### src/rtl/calc_pkg.sv
// Shared opcode and FSM state encodings for the calculator op sequencer.
// No logic lives here. Consumers have no latency or backpressure dependency on it.
package calc_pkg;

    typedef enum logic [1:0] {
        OP_ADD = 2'd0,
        OP_SUB = 2'd1,
        OP_MUL = 2'd2,
        OP_DIV = 2'd3
    } opcode_t;

    typedef enum logic [1:0] {
        ST_IDLE = 2'd0,
        ST_EXEC = 2'd1,
        ST_DONE = 2'd2
    } state_t;

endpackage

### src/rtl/calc_div_step.sv
// One restoring-division step: shift in the next dividend bit, then subtract the divisor if it fits.
// Purely combinational (0 cycles) with no backpressure. The caller keeps rem_in < divisor.
module calc_div_step #(
    parameter int WIDTH = 8
) (
    input  logic [WIDTH-1:0] rem_in,
    input  logic [WIDTH-1:0] divisor,
    input  logic             bit_in,
    output logic [WIDTH-1:0] rem_out,
    output logic             q_bit
);

    logic [WIDTH:0] diff;

    // Because rem_in < divisor, the trial value is below 2*divisor, so bit WIDTH of diff is exactly the borrow.
    assign diff    = {rem_in, bit_in} - {1'b0, divisor};
    assign q_bit   = ~diff[WIDTH];
    assign rem_out = q_bit ? diff[WIDTH-1:0] : {rem_in[WIDTH-2:0], bit_in};

endmodule

### src/rtl/calc_op_sequencer.sv
// Start/done sequencer: ADD/SUB finish in 1 EXEC cycle, MUL (shift-add) and DIV (restoring) in WIDTH cycles (CALC_SEQ_MUL_EARLY_TERM_EN shortens MUL).
// A start seen while busy is dropped with no queuing. done is a one-cycle pulse, and the results hold until the next accepted start.
module calc_op_sequencer
    import calc_pkg::*;
#(
    parameter int WIDTH = 8,
    parameter int CNT_W = $clog2(WIDTH) + 1
) (
    input  logic                 clk,
    input  logic                 rst,
    input  logic                 start,
    input  logic [1:0]           opcode,
    input  logic [WIDTH-1:0]     op_a,
    input  logic [WIDTH-1:0]     op_b,
    output logic                 busy,
    output logic                 done,
    output logic [2*WIDTH-1:0]   result,
    output logic [WIDTH-1:0]     remainder,
    output logic                 overflow,
    output logic                 div_zero
);

    state_t               state, state_nxt;
    opcode_t              opc;
    logic [2*WIDTH-1:0]   sh_a;
    logic [2*WIDTH-1:0]   acc;
    logic [2*WIDTH-1:0]   acc_nxt;
    logic [WIDTH-1:0]     b_q;
    logic [WIDTH-1:0]     sh_b;
    logic [WIDTH-1:0]     prem;
    logic [WIDTH-1:0]     prem_nxt;
    logic [WIDTH-1:0]     quo;
    logic [CNT_W-1:0]     cnt;
    logic [WIDTH:0]       sum;
    logic [WIDTH:0]       diff;
    logic                 q_bit;
    logic                 mul_last;
    logic                 div_last;
    logic                 exec_last;

    // sh_a shifts left every MUL/DIV cycle. The MUL adds the multiplicand from it, and the DIV takes the next dividend bit from bit WIDTH-1.
    assign sum      = {1'b0, sh_a[WIDTH-1:0]} + {1'b0, b_q};
    assign diff     = {1'b0, sh_a[WIDTH-1:0]} - {1'b0, b_q};
    assign acc_nxt  = sh_b[0] ? (acc + sh_a) : acc;
    assign div_last = (cnt == CNT_W'(WIDTH - 1));

`ifdef CALC_SEQ_MUL_EARLY_TERM_EN
    assign mul_last = (sh_b[WIDTH-1:1] == '0);
`else
    assign mul_last = (cnt == CNT_W'(WIDTH - 1));
`endif

    calc_div_step #(.WIDTH(WIDTH)) u_div_step (
        .rem_in  (prem),
        .divisor (b_q),
        .bit_in  (sh_a[WIDTH-1]),
        .rem_out (prem_nxt),
        .q_bit   (q_bit)
    );

    assign busy = (state != ST_IDLE);
    assign done = (state == ST_DONE);

    always_ff @(posedge clk) begin
        if (rst) state <= ST_IDLE;
        else     state <= state_nxt;
    end

    always_comb begin
        exec_last = 1'b1;
        case (opc)
            OP_MUL:  exec_last = mul_last;
            OP_DIV:  exec_last = (b_q == '0) || div_last;
            default: exec_last = 1'b1;
        endcase
    end

    always_comb begin
        state_nxt = state;
        case (state)
            ST_IDLE: if (start) state_nxt = ST_EXEC;
            ST_EXEC: if (exec_last) state_nxt = ST_DONE;
            ST_DONE: state_nxt = ST_IDLE;
            default: state_nxt = ST_IDLE;
        endcase
    end

    always_ff @(posedge clk) begin
        if (rst) begin
            opc       <= OP_ADD;
            sh_a      <= '0;
            acc       <= '0;
            b_q       <= '0;
            sh_b      <= '0;
            prem      <= '0;
            quo       <= '0;
            cnt       <= '0;
            result    <= '0;
            remainder <= '0;
            overflow  <= 1'b0;
            div_zero  <= 1'b0;
        end else begin
            case (state)
                ST_IDLE: begin
                    if (start) begin
                        opc       <= opcode_t'(opcode);
                        sh_a      <= {{WIDTH{1'b0}}, op_a};
                        b_q       <= op_b;
                        sh_b      <= op_b;
                        acc       <= '0;
                        prem      <= '0;
                        quo       <= '0;
                        cnt       <= '0;
                        result    <= '0;
                        remainder <= '0;
                        overflow  <= 1'b0;
                        div_zero  <= 1'b0;
                    end
                end
                ST_EXEC: begin
                    cnt <= cnt + 1'b1;
                    case (opc)
                        OP_ADD: begin
                            result   <= {{(WIDTH-1){1'b0}}, sum};
                            overflow <= sum[WIDTH];
                        end
                        OP_SUB: begin
                            result   <= {{WIDTH{1'b0}}, diff[WIDTH-1:0]};
                            overflow <= diff[WIDTH];
                        end
                        OP_MUL: begin
                            acc  <= acc_nxt;
                            sh_a <= sh_a << 1;
                            sh_b <= sh_b >> 1;
                            if (mul_last) result <= acc_nxt;
                        end
                        default: begin
                            if (b_q == '0) begin
                                div_zero  <= 1'b1;
                                result    <= {{WIDTH{1'b0}}, {WIDTH{1'b1}}};
                                remainder <= sh_a[WIDTH-1:0];
                            end else begin
                                prem <= prem_nxt;
                                quo  <= {quo[WIDTH-2:0], q_bit};
                                sh_a <= sh_a << 1;
                                if (div_last) begin
                                    result    <= {{WIDTH{1'b0}}, quo[WIDTH-2:0], q_bit};
                                    remainder <= prem_nxt;
                                end
                            end
                        end
                    endcase
                end
                default: ;
            endcase
        end
    end

endmodule
### config.mk
export PLATFORM = sky130hd
export DESIGN_NAME = calc_op_sequencer
export DESIGN_NICKNAME = d
export VERILOG_FILES = /design/src/rtl/calc_pkg.sv /design/src/rtl/calc_div_step.sv /design/src/rtl/calc_op_sequencer.sv
export SDC_FILE = /design/constraint.sdc
export NUM_CORES = 1
export LEC_CHECK = 0
export CAP_MARGIN = 30
export CELL_PAD_IN_SITES_DETAIL_PLACEMENT = 0
export CELL_PAD_IN_SITES_GLOBAL_PLACEMENT = 2
export CORE_MARGIN = 4
export CORE_UTILIZATION = 24
export CTS_CLUSTER_SIZE = 8
export DETAILED_ROUTE_END_ITERATION = 12
export PLACE_DENSITY_LB_ADDON = 0.1
export SETUP_SLACK_MARGIN = 0.3
export SLEW_MARGIN = 20
export SYNTH_ARGS = -nofsm -noshare
export SYNTH_HDL_FRONTEND = slang
export SYNTH_SLANG_ARGS = --single-unit
### constraint.sdc
create_clock -name clk -period 2.3 [get_ports clk]
set_clock_uncertainty 0.05 [all_clocks]
set_input_delay 0.23 -clock clk [delete_from_list [all_inputs] [get_ports clk]]
set_output_delay 0.23 -clock clk [all_outputs]
set_load 0.05 [all_outputs]
==> impl_metrics.py, run 1 <==
# Physical implementation metrics
metrics = {
    "synth": {
        "yosys.stat.chipArea_um2": 5650,
        "synthesis.nets": 780,
        "cell_count_listed_in_synth_stat_txt": 715,
        "synth_cells": 715,
        "synth_flop_count": 97,
        "synthXorXnorAreaFrac_pct": 4.32,
        "netlist_top_cells_count": "nand2_1 (112), dfxtp_1 (97), nor2_1 (71), a21oi_1 (62), o21ai_0 (47)",
        "top_logic_kind": "AND-OR/OR-AND gates",
        "edff_count_synth": 0,
    },
    "timing": {
        "final-setup-viol-count": 11,
        "finalWorstSetupSlack_ns": -0.0808,
        "slew_violations": 0,
        "setup_total_negative_slack_ns": -0.216,
    },
    "finish": {
        "design.final.nets": 938,
        "fillCellCount": 2354,
    },
    "floorplan": {
        "starting_utilization_of_the_core_area_pct": 24.7,
        "fp-row-count": 55,
    },
    "critical_path": {
        "worstPathRequired_ns": 2.48,
        "r2r-start": "sh_a[7]",
    },
    "power_and_ir_drop": {
        "power_of_the_sequential_group_w": 0.00181,
        "power.ir.vdd_worst_mv": 0.328,
        "static-leakage-power_nw": 3.36,
        "p_comb_share_pct": 30.5,
        "switching_share_pct": 32.2,
        "power.density_nw_per_um2": 600,
    },
    "route": {
        "drc": 0,
        "via_per_inst": 4.85,
    },
    "global_routing": {
        "grt-ovfl-total": 0,
    },
    "worst_hold_path": {
        "min-delay-start": "rst",
        "timing.hold.worst_path_depth": 2,
    },
    "cts": {
        "holdBufCountCts": 0,
        "clk_transition_reported_paths_ns": 0.08,
    },
    "outcome": {
        "failed_checks": "setup timing",
        "outcome": "finished with violations",
    },
    "placement": {
        "place_worst_setup_slack_ns": -0.251,
    },
}
-- run 1: layout by cell type, fill, tap and decap left out, types with 6 or more instances in the layout --
master | netlist | final
nand2b_1 | 7 | 6
nand2_2 | 3 | 12
xor2_1 | 8 | 6
a22oi_1 | 21 | 18
inv_1 | 28 | 20
o21a_1 | 6 | 6
dfxtp_2 | 0 | 11
ha_4 | 0 | 12
clkbuf_16 | 0 | 12
nand2_1 | 112 | 98
clkdlybuf4s50_1 | 0 | 45
ha_1 | 40 | 27
buf_6 | 1 | 23
a21o_1 | 10 | 10
o21ai_1 | 6 | 27
a311oi_1 | 14 | 8
a21oi_1 | 62 | 48
nand3_1 | 22 | 19
dfxtp_1 | 97 | 80
buf_4 | 0 | 108
mux2i_1 | 8 | 7
xnor2_1 | 18 | 13
inv_2 | 0 | 6
nor3_1 | 10 | 8
a21oi_2 | 2 | 15
dfxtp_4 | 0 | 6
nor2_1 | 71 | 64
nor2_2 | 0 | 6
nor2b_1 | 13 | 9
o21ai_2 | 0 | 10
o21ai_0 | 47 | 12
-- run 1: metal layers --
layer / vias up / wire length, um / track usage (%)
met3: 13 / 755 / 2.65
met2: 95 / 9570 / 24.9
met5: - / 0 / 0
li1: 2856 / - / -
met4: 0 / 178 / 3.45
met1: 2810 / 11400 / 25.3
-- run 1: cell type report --
cell class                      count  area, um^2  area share (%)
Clock buffer                       12         300            3.47
Multi-Input combinational cell    554        4230            48.9
Inverter                           29         114            1.32
Tap cell                          313         392            4.53
Sequential cell                    97        1980            22.9
Clock inverter                      3        47.5           0.550
Timing Repair Buffer              182        1590            18.4
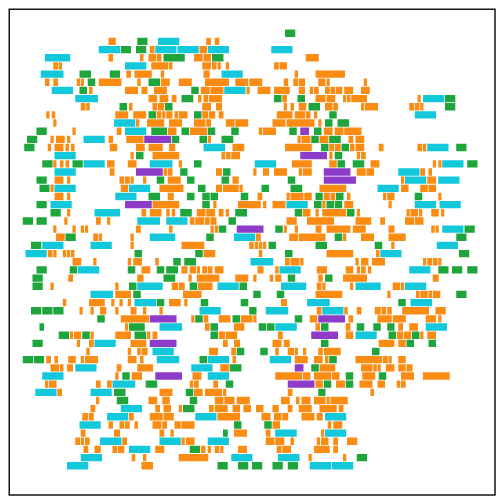
run_1/class_map.png
Drawn at 3 px/um.
Key: purple = clock drivers and dummy loads [cells 15, share of their area 4.2%]; orange = remaining logic cells [cells 583, share of their area 53%]; green = remaining buffers and delay cells [cells 182, share of their area 19%]; cyan = registers [cells 97, share of their area 24%]

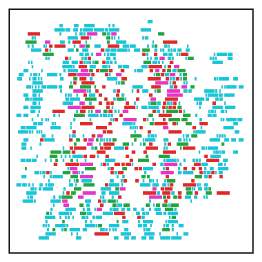
run_1/sizing.png
Drawn at 1.5 px/um.
Key: cyan = x1 and smaller [cells 573, most used nand2_1]; red = x3 and x4 [cells 159, most used buf_4]; green = x2 [cells 104, most used a21oi_2]; magenta = x6 and larger [cells 41, most used buf_6]
Final Worst Setup Slack: -0.0808 ns
growth of design area from synthesis to finish: 53.0%
total of plain and repair buffers excluding clock buffers: 182

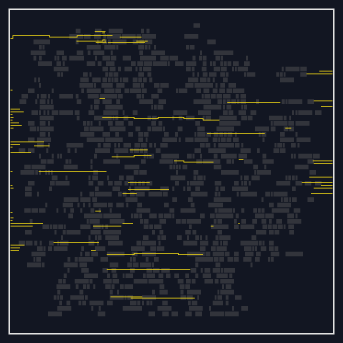
run_1/m3.png
Drawn at 2 px/um.
59 nets have wire on it. The wires run mostly horizontal. The layer holds 3.5% of the routed length. The longest straight run is 41.4 um.
DRT Wirelength: 21900 um
GR met3 Demand/Resource: 2.65%
Via Count: 5774

run_1/clock_nets.png
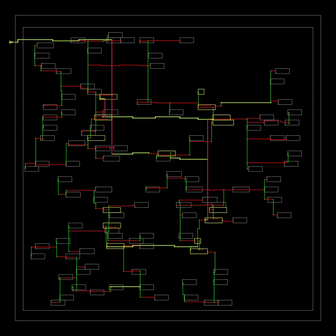

--- run 2 (diff from run 1) ---
- CELL_PAD_IN_SITES_GLOBAL_PLACEMENT: 2 -> 1
- CORE_ASPECT_RATIO: unset -> 0.5
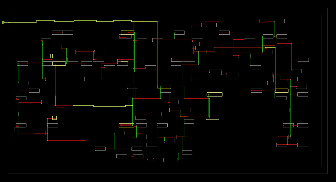
run_2/clock_nets.png
clock latency at the later pin of the worst-skew pair: 0.37 ns
total clock network power: 0.00157 W
number of clock sinks seen by CTS: 97

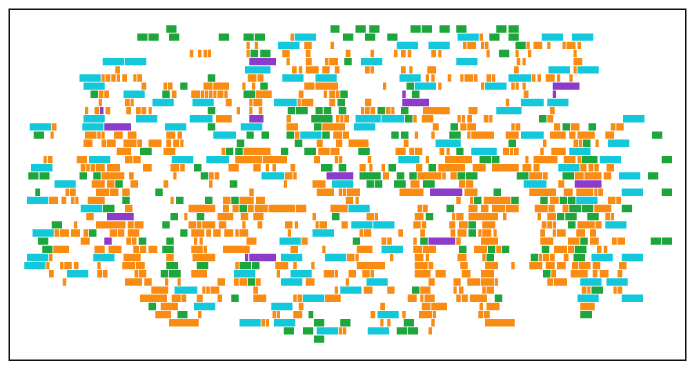
run_2/class_map.png
Drawn at 3 px/um.
Key: green = remaining buffers and delay cells [cells 175, share of their area 19%]; cyan = registers [cells 97, share of their area 24%]; purple = clock drivers and dummy loads [cells 16, share of their area 3.6%]; orange = remaining logic cells [cells 583, share of their area 53%]
fraction of area in registers: 23.1%
fraction of the core area covered by cells at the end of the flow: 37.2%
core area: 23000 um^2
final instance area: 8550 um^2

==> run 2 against run 1 <==
  * The run still ends with setup timing left
  * Sequential share of layout area is 0.20 points higher
  * Utilization fell by 0.51 points
  * Critical path depth is 2 lower
  * Sequential cell count stayed put
  * Register-to-register slack got worse by 0.03 ns
  * Global-route usage down 0.37 points
  * Sequential power about the same
  * Via count is 3.3% lower
  * Final cell count fell by 1.0%
  * Power decreased by 4.9%
  * Clock-buffer cell count is 2 higher
==> impl_metrics.py, run 2 <==
# Physical implementation metrics
metrics = {
    "synth": {
        "netlist_top_cells_count": "nand2_1 (112), dfxtp_1 (97), nor2_1 (71), a21oi_1 (62), o21ai_0 (47)",
        "synth_cells": 715,
        "synthSimpleGateAreaFrac_pct": 21.1,
        "top_logic_kind": "AND-OR/OR-AND gates",
        "synth_adder_area_share_pct": 10.3,
        "synthesis.nets": 780,
        "yosysMostFrequentCell": "nand2_1",
        "edff_count_synth": 0,
        "cell_count_listed_in_synth_stat_txt": 715,
        "synthXorXnorAreaFrac_pct": 4.32,
        "yosys.stat.chipArea_um2": 5650,
        "post_synth_main_area_contributors": "dfxtp_1 (34%), ha_1 (8.9%), nand2_1 (7.4%)",
        "ys_async_sr_fraction_pct": 0,
        "yosysWarnings": 0,
        "ys_types": 69,
        "synth_flop_count": 97,
        "syn_avg_cell_area_um2": 7.90,
    },
    "timing": {
        "timing.final.crit_share_pct": 105,
        "fin_worst_hold_slack_ns": 0.364,
        "slew_headroom_pct": 54.0,
        "finalWorstSetupSlack_ns": -0.114,
        "rsz_0062_raised_after_global_routing": "yes",
        "setup_total_negative_slack_ns": -1.20,
        "final-setup-viol-count": 16,
        "slew_violations": 0,
    },
    "finish": {
        "final_common_cell": "nand2_1",
        "synthToLayoutAreaGrowth_pct": 51.4,
        "top_library_cells_by_usage_in_the_layout_fill_and_taps_aside": "nand2_1 (101), buf_4 (97), dfxtp_1 (81)",
        "fillCellCount": 2380,
        "design.final.nets": 931,
        "antenna-diode-count": 0,
    },
    "cts": {
        "tritoncts": "built",
        "numCtsBuffers": 9,
        "clk_transition_reported_paths_ns": 0.07,
        "holdBufCountCts": 0,
    },
    "floorplan": {
        "die_area_um2": 26200,
        "fp-row-count": 39,
        "ioPinCount": 49,
        "starting_utilization_of_the_core_area_pct": 24.6,
    },
    "critical_path": {
        "worstSetupStartpointType": "flop",
        "timing.critical_path.max_delay_family": "AND-OR/OR-AND gates",
        "r2r-start": "prem[1]",
        "critical_path.endpoint_type": "flop",
        "crit_path_max_incr_delay_ns": 0.45,
        "cp_max_fo": 5,
        "r2r_slack_ns": -0.11,
        "ff2ff_path_depth": 11,
        "worstPathRequired_ns": 2.50,
        "crit_slowest_cell": "dfxtp_1",
    },
    "worst_hold_path": {
        "min-delay-start": "opcode[0]",
        "timing.hold.worst_path_depth": 3,
        "hold_path.class": "input pin to flop",
    },
    "route": {
        "via_per_inst": 4.74,
        "detailedRoute.firstIterationViolations": 273,
        "drt_wl_total_um": 21100,
        "wirelength_per_cell_um": 17.9,
        "vias": 5581,
        "drc": 0,
    },
    "run": {
        "openroad.warnings": 37,
    },
    "global_routing": {
        "grt-ovfl-total": 0,
        "antenna_found_initial": 0,
    },
    "power_and_ir_drop": {
        "static-leakage-power_nw": 3.28,
        "switching_share_pct": 32.5,
        "seqPwrFrac_pct": 36.7,
        "total_power_w": 0.00493,
        "power.density_nw_per_um2": 577,
        "power.ir.vdd_worst_mv": 0.305,
        "p_comb_share_pct": 31.6,
    },
    "outcome": {
        "failed_checks": "setup timing",
        "outcome": "finished with violations",
    },
    "placement": {
        "place.port_buffers": 48,
        "dp_cells": 1132,
        "place_worst_setup_slack_ns": -0.154,
    },
}
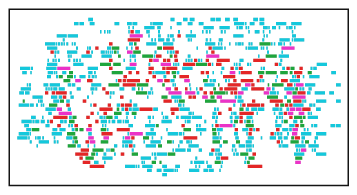
run_2/sizing.png
Drawn at 1.5 px/um.
Key: green = x2 [cells 100, most used a21oi_2]; magenta = x6 and larger [cells 42, most used buf_6]; red = x3 and x4 [cells 148, most used buf_4]; cyan = x1 and smaller [cells 581, most used nand2_1]

[run 2: power groups by stage]
stage               clock, W  combinational (W)  sequential, W
floorplan                  0           0.000634        0.00187
finish               0.00157            0.00156        0.00181
global placement           0            0.00114        0.00184
detailed placement         0            0.00113        0.00185
global route         0.00170            0.00169        0.00182
CTS                  0.00164            0.00140        0.00181
[run 2: cell type report]
type | count | area (um^2) | share of cell area [%]
clock buffers | 14 | 254 | 2.97
clock inverters | 2 | 37.5 | 0.439
inverters | 29 | 121 | 1.42
multi-input cells | 554 | 4230 | 49.4
flip-flops and latches | 97 | 1970 | 23.1
well taps | 307 | 384 | 4.49
repair buffers | 175 | 1560 | 18.2
[run 2: worst max-delay path by stage]
| stage | to | slack (ns) | startpoint |
|---|---|---|---|
| after floorplan | remainder[7] | -0.01 | sh_a[7] |
| after detailed placement | result[0] | -0.15 | b_q[0] |
| after global placement | result[5] | -0.12 | sh_a[2] |
| after global routing | prem[2] | -0.23 | sh_a[7] |
| final | remainder[2] | -0.11 | prem[1] |
| after CTS | result[8] | -0.06 | sh_a[0] |
[run 2: timing repair]
| item | CTS | global route |
|---|---|---|
| pin swaps | 69 | 48 |
| cloned | 1 | 0 |
| setup buffers | 19 | 10 |
| endpoints found under the setup margin | 62 | 66 |
| gates resized | 96 | 88 |
[run 2: cell families (layout without fill, tap and decap cells)]
| logic type | after synthesis | in the layout |
|---|---|---|
| buf+inv | 64 | 220 |
| mux | 10 | 10 |
| xor+xnor | 27 | 27 |
| flops | 97 | 97 |
| simple gates | 265 | 265 |
| fa+ha+maj | 44 | 44 |
| compound gates | 208 | 208 |
[run 2: layer usage]
layer  part of all wire, %  track usage, %
met1                    51            22.9
met2                    45            25.4
met3                   2.5            4.07
met4                  0.62            3.75
met5                     0               0
Power figures rest on the tool's default switching activity, not on a simulated workload.
